<file path="src/rtl/gpio_hex_uart_tx.sv">
// Serial console for the CPU GPIO output register: each write is queued and
// sent on a UART 8N1 line as eight uppercase hex digits followed by CR LF.
module gpio_hex_uart_tx #(
    parameter int CLKS_PER_BIT = 434,
    parameter int FIFO_DEPTH   = 4
) (
    input  logic                          clk,
    input  logic                          rst,
    input  logic                          gpio_we,
    input  logic [31:0]                   gpio_wdata,
    output logic                          tx,
    output logic                          busy,
    output logic                          overflow,
    output logic [$clog2(FIFO_DEPTH):0]   fifo_count
);

    localparam int AW = $clog2(FIFO_DEPTH);
    localparam int CW = AW + 1;
    localparam int TW = $clog2(CLKS_PER_BIT);

    typedef enum logic [1:0] {IDLE, START, DATA, STOP} state_t;

    state_t         state_reg, state_next;
    logic [AW-1:0]  wr_ptr_reg, wr_ptr_next;
    logic [AW-1:0]  rd_ptr_reg, rd_ptr_next;
    logic [CW-1:0]  count_reg, count_next;
    logic [TW-1:0]  timer_reg, timer_next;
    logic [2:0]     bit_idx_reg, bit_idx_next;
    logic [3:0]     char_idx_reg, char_idx_next;
    logic [7:0]     ch_reg, ch_next;
    logic           tx_reg, tx_next;
    logic           ovf_reg, ovf_next;
    logic [31:0]    word_reg;
    logic [31:0]    mem [FIFO_DEPTH];

    logic           fifo_full;
    logic           push_ok;
    logic           pop;
    logic           tick;
    logic [7:0]     cur_char;
    logic [7:0]     digit_ascii [8];

    assign fifo_full = (count_reg == CW'(FIFO_DEPTH));
    assign push_ok   = gpio_we & ~rst & ~fifo_full;
    assign tick      = (timer_reg == TW'(CLKS_PER_BIT - 1));

    // Digit 0 is the most significant nibble.
    genvar gi;
    generate
        for (gi = 0; gi < 8; gi++) begin : g_digit
            logic [3:0] nib;
            assign nib = word_reg[31 - 4*gi -: 4];
            assign digit_ascii[gi] = (nib < 4'd10) ? {4'h3, nib} : (8'h37 + {4'h0, nib});
        end
    endgenerate

    always_comb begin
        cur_char = 8'h0A;
        if (char_idx_reg < 4'd8)
            cur_char = digit_ascii[char_idx_reg[2:0]];
        else if (char_idx_reg == 4'd8)
            cur_char = 8'h0D;
    end

    always_comb begin
        state_next    = state_reg;
        timer_next    = timer_reg;
        bit_idx_next  = bit_idx_reg;
        char_idx_next = char_idx_reg;
        ch_next       = ch_reg;
        pop           = 1'b0;

        case (state_reg)
            IDLE: begin
                timer_next = '0;
                if (count_reg != '0) begin
                    pop        = 1'b1;
                    state_next = START;
                end
            end
            START: begin
                if (tick) begin
                    timer_next   = '0;
                    ch_next      = cur_char;
                    bit_idx_next = 3'd0;
                    state_next   = DATA;
                end else begin
                    timer_next = timer_reg + 1'b1;
                end
            end
            DATA: begin
                if (tick) begin
                    timer_next = '0;
                    ch_next    = {1'b0, ch_reg[7:1]};
                    if (bit_idx_reg == 3'd7)
                        state_next = STOP;
                    else
                        bit_idx_next = bit_idx_reg + 3'd1;
                end else begin
                    timer_next = timer_reg + 1'b1;
                end
            end
            STOP: begin
                if (tick) begin
                    timer_next = '0;
                    if (char_idx_reg != 4'd9) begin
                        char_idx_next = char_idx_reg + 4'd1;
                        state_next    = START;
                    end else if (count_reg != '0) begin
                        pop        = 1'b1;
                        state_next = START;
                    end else begin
                        state_next = IDLE;
                    end
                end else begin
                    timer_next = timer_reg + 1'b1;
                end
            end
            default: state_next = IDLE;
        endcase

        if (pop)
            char_idx_next = 4'd0;
    end

    // A full FIFO rejects the write even if a pop frees a slot on the same edge.
    always_comb begin
        wr_ptr_next = push_ok ? wr_ptr_reg + 1'b1 : wr_ptr_reg;
        rd_ptr_next = pop ? rd_ptr_reg + 1'b1 : rd_ptr_reg;
        count_next  = count_reg;
        if (push_ok && !pop)
            count_next = count_reg + CW'(1);
        else if (!push_ok && pop)
            count_next = count_reg - CW'(1);
        ovf_next = ovf_reg | (gpio_we & fifo_full);
    end

    // tx follows the registered state, so the line lags the FSM by one cycle.
    always_comb begin
        tx_next = 1'b1;
        case (state_reg)
            START:   tx_next = 1'b0;
            DATA:    tx_next = ch_reg[0];
            default: tx_next = 1'b1;
        endcase
    end

    always_ff @(posedge clk) begin
        if (rst) begin
            state_reg    <= IDLE;
            wr_ptr_reg   <= '0;
            rd_ptr_reg   <= '0;
            count_reg    <= '0;
            timer_reg    <= '0;
            bit_idx_reg  <= '0;
            char_idx_reg <= '0;
            ch_reg       <= '0;
            tx_reg       <= 1'b1;
            ovf_reg      <= 1'b0;
        end else begin
            state_reg    <= state_next;
            wr_ptr_reg   <= wr_ptr_next;
            rd_ptr_reg   <= rd_ptr_next;
            count_reg    <= count_next;
            timer_reg    <= timer_next;
            bit_idx_reg  <= bit_idx_next;
            char_idx_reg <= char_idx_next;
            ch_reg       <= ch_next;
            tx_reg       <= tx_next;
            ovf_reg      <= ovf_next;
        end
    end

    always_ff @(posedge clk) begin
        if (push_ok)
            mem[wr_ptr_reg] <= gpio_wdata;
        if (pop)
            word_reg <= mem[rd_ptr_reg];
    end

    assign tx         = tx_reg;
    assign overflow   = ovf_reg;
    assign fifo_count = count_reg;
    assign busy       = (state_reg != IDLE) | (count_reg != '0);

endmodule
</file>
<file path="config.mk">
export PLATFORM = sky130hd
export DESIGN_NAME = gpio_hex_uart_tx
export DESIGN_NICKNAME = d
export VERILOG_FILES = /design/src/rtl/gpio_hex_uart_tx.sv
export SDC_FILE = /design/constraint.sdc
export NUM_CORES = 1
export LEC_CHECK = 0
export CORE_MARGIN = 5
export CORE_UTILIZATION = 30
export CTS_BUF_LIST = sky130_fd_sc_hd__clkbuf_8 sky130_fd_sc_hd__clkbuf_16
export DETAILED_ROUTE_END_ITERATION = 10
export GPL_TIMING_DRIVEN = 1
export PLACE_DENSITY_LB_ADDON = 0.05
export SLEW_MARGIN = 20
export SYNTH_ARGS = -nofsm -noshare
export SYNTH_HDL_FRONTEND = slang
export SYNTH_SLANG_ARGS = --single-unit
</file>
<file path="constraint.sdc">
create_clock -name clk -period 4.1 [get_ports clk]
set_clock_uncertainty 0.1 [all_clocks]
set_input_delay 0.82 -clock clk [delete_from_list [all_inputs] [get_ports clk]]
set_output_delay 0.82 -clock clk [all_outputs]
set_load 0.005 [all_outputs]
</file>
==> results.txt, run 1 <==
On the backend side, the flow ran end to end.

The run finished with clean final reports. The flip-flop and latch count stands at 194. The final timing summary puts the cycle share of the worst path at 71.4%.

Summing all placed instances gives a cell area of 9240 um2. The flow measured a signed area growth from synthesis to layout of 17.5%. The number of tap instances stands at 378. The largest net degree at the start of global routing stands at 35. The total stage count of the critical path stands at 10.

The power density over the cells stands at 620 nW/um2. Looking at the group totals, the largest power group turns out to be registers. The multi-input gate count stands at 324.

The iteration count recorded for the first detailed-route pass is 4. Along the worst hold path, the cell count comes to 1. The core region is 27700 um2. The xor-xnor portion of the synthesized cell area stands at 2.09%. The storage element area stands at 5490 um2. Combinational cells consume a total of 1540 uW.

The fraction of layout instances using a drive strength above 1 stands at 13.4%. Of the total synthesized cell area, the portion taken by AND-OR and OR-AND cells is 7.69%. The buffer count from post-CTS setup fixing stands at 0.

The worst register-to-register path has a depth of 10. The leakage dissipation stands at roughly 0.0032 uW. Synthesis inferred 194 register bits.

The total of endpoints with negative setup slack in the final report stands at 0. Setup repair after global routing left no endpoint under its margin. The cell family contributing the most delay on the critical path is flip-flops. The relative contribution of the clock network to total power stands at between 20% and 30%. The first-pass GRT wire length stands at about 28 mm.

Among the non-sequential cells, multiplexers take the most area. The height of the die stands at 177 um. The startpoint identified for the worst register-to-register timing path is char_idx_reg[2]$_SDFFE_PP0P_. STA reports the tightest min-delay check as being of type flop to flop.

The floorplan die area stands at 31400 um2. The data arrival time of the critical path stands at approximately 3.2 ns. The cell count in the Yosys report stands at 573.

The OpenROAD report gives the critical path a required time of 4.37 ns. The headroom to the max-slew limit stands at 50.0%.
run 1: layout by cell type, fill, tap and decap left out, types with 3 or more instances in the layout:
cell             netlist  final
a211oi_1              12     12
a21oi_1               30     30
a31oi_1                5      5
and2_1                 4      4
and4b_1                4      4
buf_4                  0     10
clkbuf_16              0     17
clkdlybuf4s50_1        0     40
clkinv_8               0      5
dfxtp_1               34     33
edfxtp_1             160    160
ha_1                  25     25
inv_1                 33     33
inv_12                 0      3
inv_6                  0      3
inv_8                  0      3
mux2i_1                5      5
mux4_2                33     33
nand2_1               34     34
nand2b_1               6      6
nand3_1               10     10
nor2_1                39     39
nor3_1                17     17
nor4_1                 4      4
o2111ai_1              3      3
o21ai_0               19     19
o21ai_1                4      4
o221ai_1               4      4
o22ai_1                4      4
or3_1                  6      6
xnor2_1               14     14
xor2_1                 6      6
run 1: stage by stage:
stage / instances / hold slack (ns) / util (%) / power, uW / worst slack (ns)
finish: 1013 / 0.373 / 35.6 / 6110 / 1.17
global route: 1013 / 0.414 / 35.6 / 6510 / 0.961
CTS: 1013 / 0.383 / 35.6 / 6220 / 1.16
detailed placement: 981 / 0.365 / 33.3 / 4470 / 0.902
global placement: 981 / 0.349 / 33.3 / 4460 / 0.975
floorplan: 573 / 0.333 / - / 3900 / 0.0842
run 1: synth_stat cells, drive strengths merged, types with 6 or more instances:
cell and count:
dfxtp 34, o21ai 24, nand3 10, nand2b 6
buf 11, mux4 33, nor3 19, a211oi 12
xnor2 14, ha 25, clkbuf 9, xor2 6
nand2 35, a21oi 30, nor2 39, inv 34
or3 6, edfxtp 160
run 1: metal layers:
layer	track usage, %	part of all wire, %	up-vias
li1	-	-	2307
met1	16.0	47	2440
met2	19.7	49	68
met3	2.65	2.6	10
met4	3.19	1.1	0
met5	0	0	-
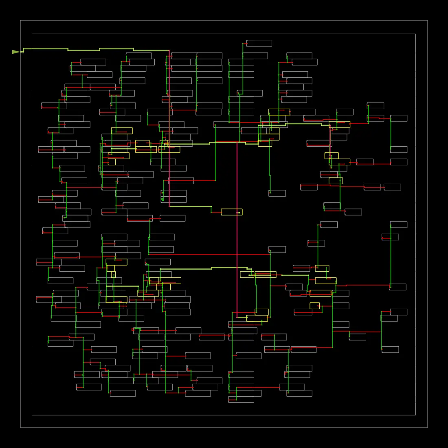
**Above:** run 1 (clock routing).
Clock Sink Count: 194
clock group total power: 1720 uW

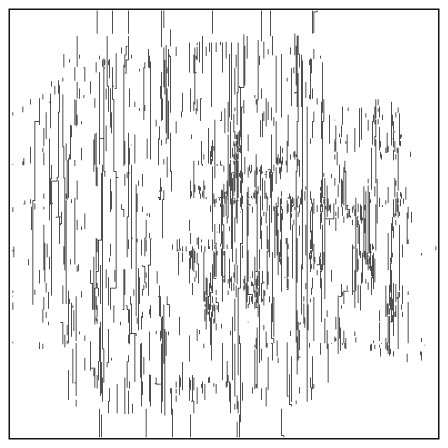
**Above:** run 1 (metal 2).
- longest straight run: 122 um
- nets with wire on the layer: 586
- share of all routed wire: 49%
- main direction: vertical
- wire length on this layer: 8760 um

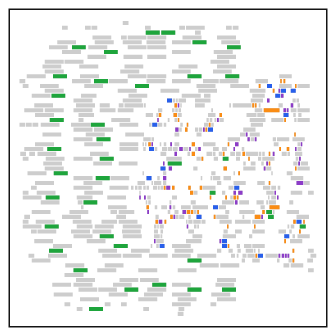
**Above:** run 1 (selected gate families).
- orange: nor cells (cells 65)
- blue: xor and xnor cells (cells 20)
- green: mux cells (cells 38)
- purple: nand cells (cells 54)

**Run 1: sizing map**

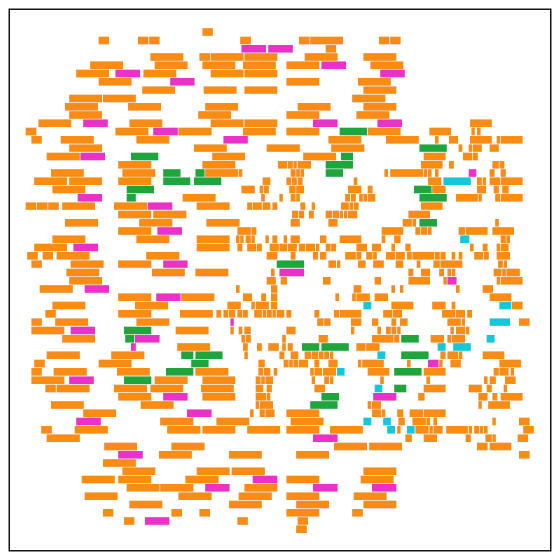

==> run 2: changes to the inputs <==
clock period = 2.75 ns   (was 4.1 ns; I/O delays follow)
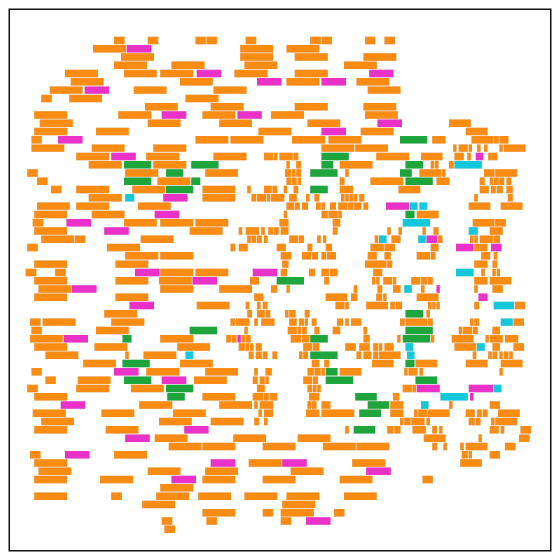
**Above:** run 2 (sizing map).
- magenta: _2 cells (cells 44; share 6.9%)
- cyan: _3 and _4 cells (cells 19; share 3.0%)
- green: _6 and larger (cells 35; share 5.5%)
- orange: _0 and _1 cells (cells 542; share 85%)
smallest setup slack after layout: 0.268 ns
area delta synth->final: 19.0%
Non-Filler Cell Area, Final: 9980 um2
number of non-clock buffers: 55

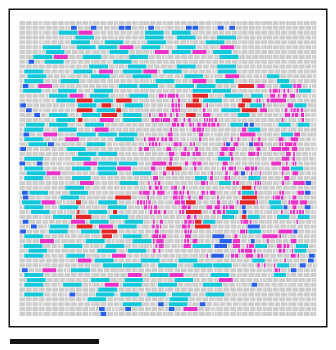
**Above:** run 2 (placement by cell class).
Bar = 50 um. Fill, decap, tap and diode cells in grey.
- blue: remaining buffers and delay cells (cells 55; share of their area 6.1%)
- red: clock drivers and dummy loads (cells 32; share of their area 6.3%)
- magenta: combinational and other logic (cells 359; share of their area 30%)
- cyan: sequential cells (cells 194; share of their area 58%)

==> run 2 against run 1 <==
Effect of this change:
- first-iteration DRC count is 1.8% higher
- clock power grew 44%
- sequential share of layout area down 0.68 points
- sequential power increased by 48%
==> results.txt, run 2 <==
On the backend side, the flow ran end to end.

In this run the power spent charging and discharging nets is 3010 uW. The count of clock tree sinks stands at between 150 and 200. The worst register-to-register path depth is 12. The synthesis run identifies the leading combinational cell family as multiplexers. The flow ran to the end, and the final reports show no timing, DRC or antenna violations.

Yosys reported a register bit count of ~190. The instance area after placement stands at 9380 um2. The storage element area stands at ~5500 um2. For the worst setup path, the data required time is 3.01 ns. The height of the die stands at roughly 180 um. Entering global routing, the biggest net connects 35 pins. In the layout the commonest cells are edfxtp_1, clkdlybuf4s50_1, nor2_1. In this run the tightest slew margin relative to its limit is 48.2%. Grouping stages by cell kind, the critical path spends the most delay in adder cells. In this run the worst hold path is classified as flop to flop. The cell count in the Yosys report stands at 573.

The total stage count of the critical path stands at 12. The logic area stands at 2710 um2. The xor-xnor portion of the synthesized cell area stands at 2.09%. The first-pass GRT wire length stands at 28.9 mm.

Setup repair after global routing left no endpoint under its margin. By instance count, the leading cell after synthesis is edfxtp_1. The total of endpoints with negative setup slack in the final report stands at 0. The worst hold path depth stands at 1.

The core region is 27700 um2. The leakage dissipation stands at 0.00325 uW. The multiplexer area fraction after synthesis stands at 9.45%. Once the clock tree was built, the setup fixing pass inserted 0 buffers. In this run the full chip footprint comes out at 31400 um2. The flow reports that the clock network draws 27.2% of the design power. After synthesis, the most frequently instantiated cells are edfxtp_1, nor2_1, dfxtp_1, nand2_1.
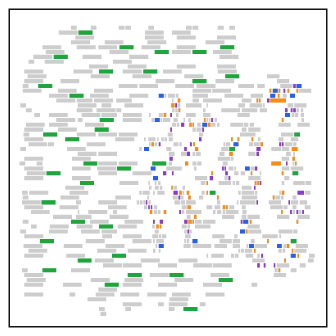
**Above:** run 2 (selected gate families).
- orange: nor cells (cells 65)
- blue: xor and xnor cells (cells 20)
- green: mux cells (cells 38)
- purple: nand cells (cells 54)
fin cells: 1018
top logic cell by instance count in the layout: edfxtp_1

run 2: cell count changes in the layout (fill, tap and decap cells not counted), sizes merged:
cell,before,now
buf,10,15
clkinvlp,0,1
inv,43,42
run 2: cell type report:
type / instances / share of cell area [%]
sequential: 194 / 55.0
tap: 378 / 4.74
timing repair buffer: 55 / 5.76
multi-input combinational: 324 / 27.1
inverter: 35 / 1.37
clock inverter: 15 / 1.78
clock buffer: 17 / 4.26
run 2: worst paths after layout:
path | endpoint | slack, ns | startpoint
max | fifo_count[2]$_SDFFE_PP0P_ | 0.27 | timer_reg[1]$_SDFF_PP0_
min | timer_reg[0]$_SDFF_PP0_ | 0.38 | timer_reg[0]$_SDFF_PP0_
min reg2reg | timer_reg[0]$_SDFF_PP0_ | 0.38 | timer_reg[0]$_SDFF_PP0_
max reg2reg | fifo_count[2]$_SDFFE_PP0P_ | 0.27 | timer_reg[1]$_SDFF_PP0_
run 2: routing by layer:
layer / up-vias / wire length, um / global-route usage [%]
met3: 12 / 552 / 2.97
met4: 0 / 193 / 2.87
met1: 2442 / 8180 / 15.7
li1: 2312 / - / -
met5: - / 0 / 0
met2: 77 / 8910 / 20.4
run 2: per-stage QoR:
step           instances  utilization, %  hold slack [ns]  power [uW]  setup TNS (ns)
2_1_floorplan        573               -            0.333        5860           -1.10
3_3_place_gp         986            33.9            0.348        6710               0
3_5_place_dp         986            33.9            0.365        6760         -0.0119
4_1_cts             1018            36.0            0.381        9300               0
5_1_grt             1018            36.0            0.401        9740               0
6_report            1018            36.0            0.376        9120               0
run 2: power groups by stage:
stage	registers, uW	clock network (uW)	logic [uW]
final	4190	2480	2450
after global routing	4260	2710	2770
after CTS	4190	2590	2520
after detailed placement	4250	0	2510
after global placement	4230	0	2480
after floorplan	4120	0	1740
Power figures rest on the tool's default switching activity, not on a simulated workload.
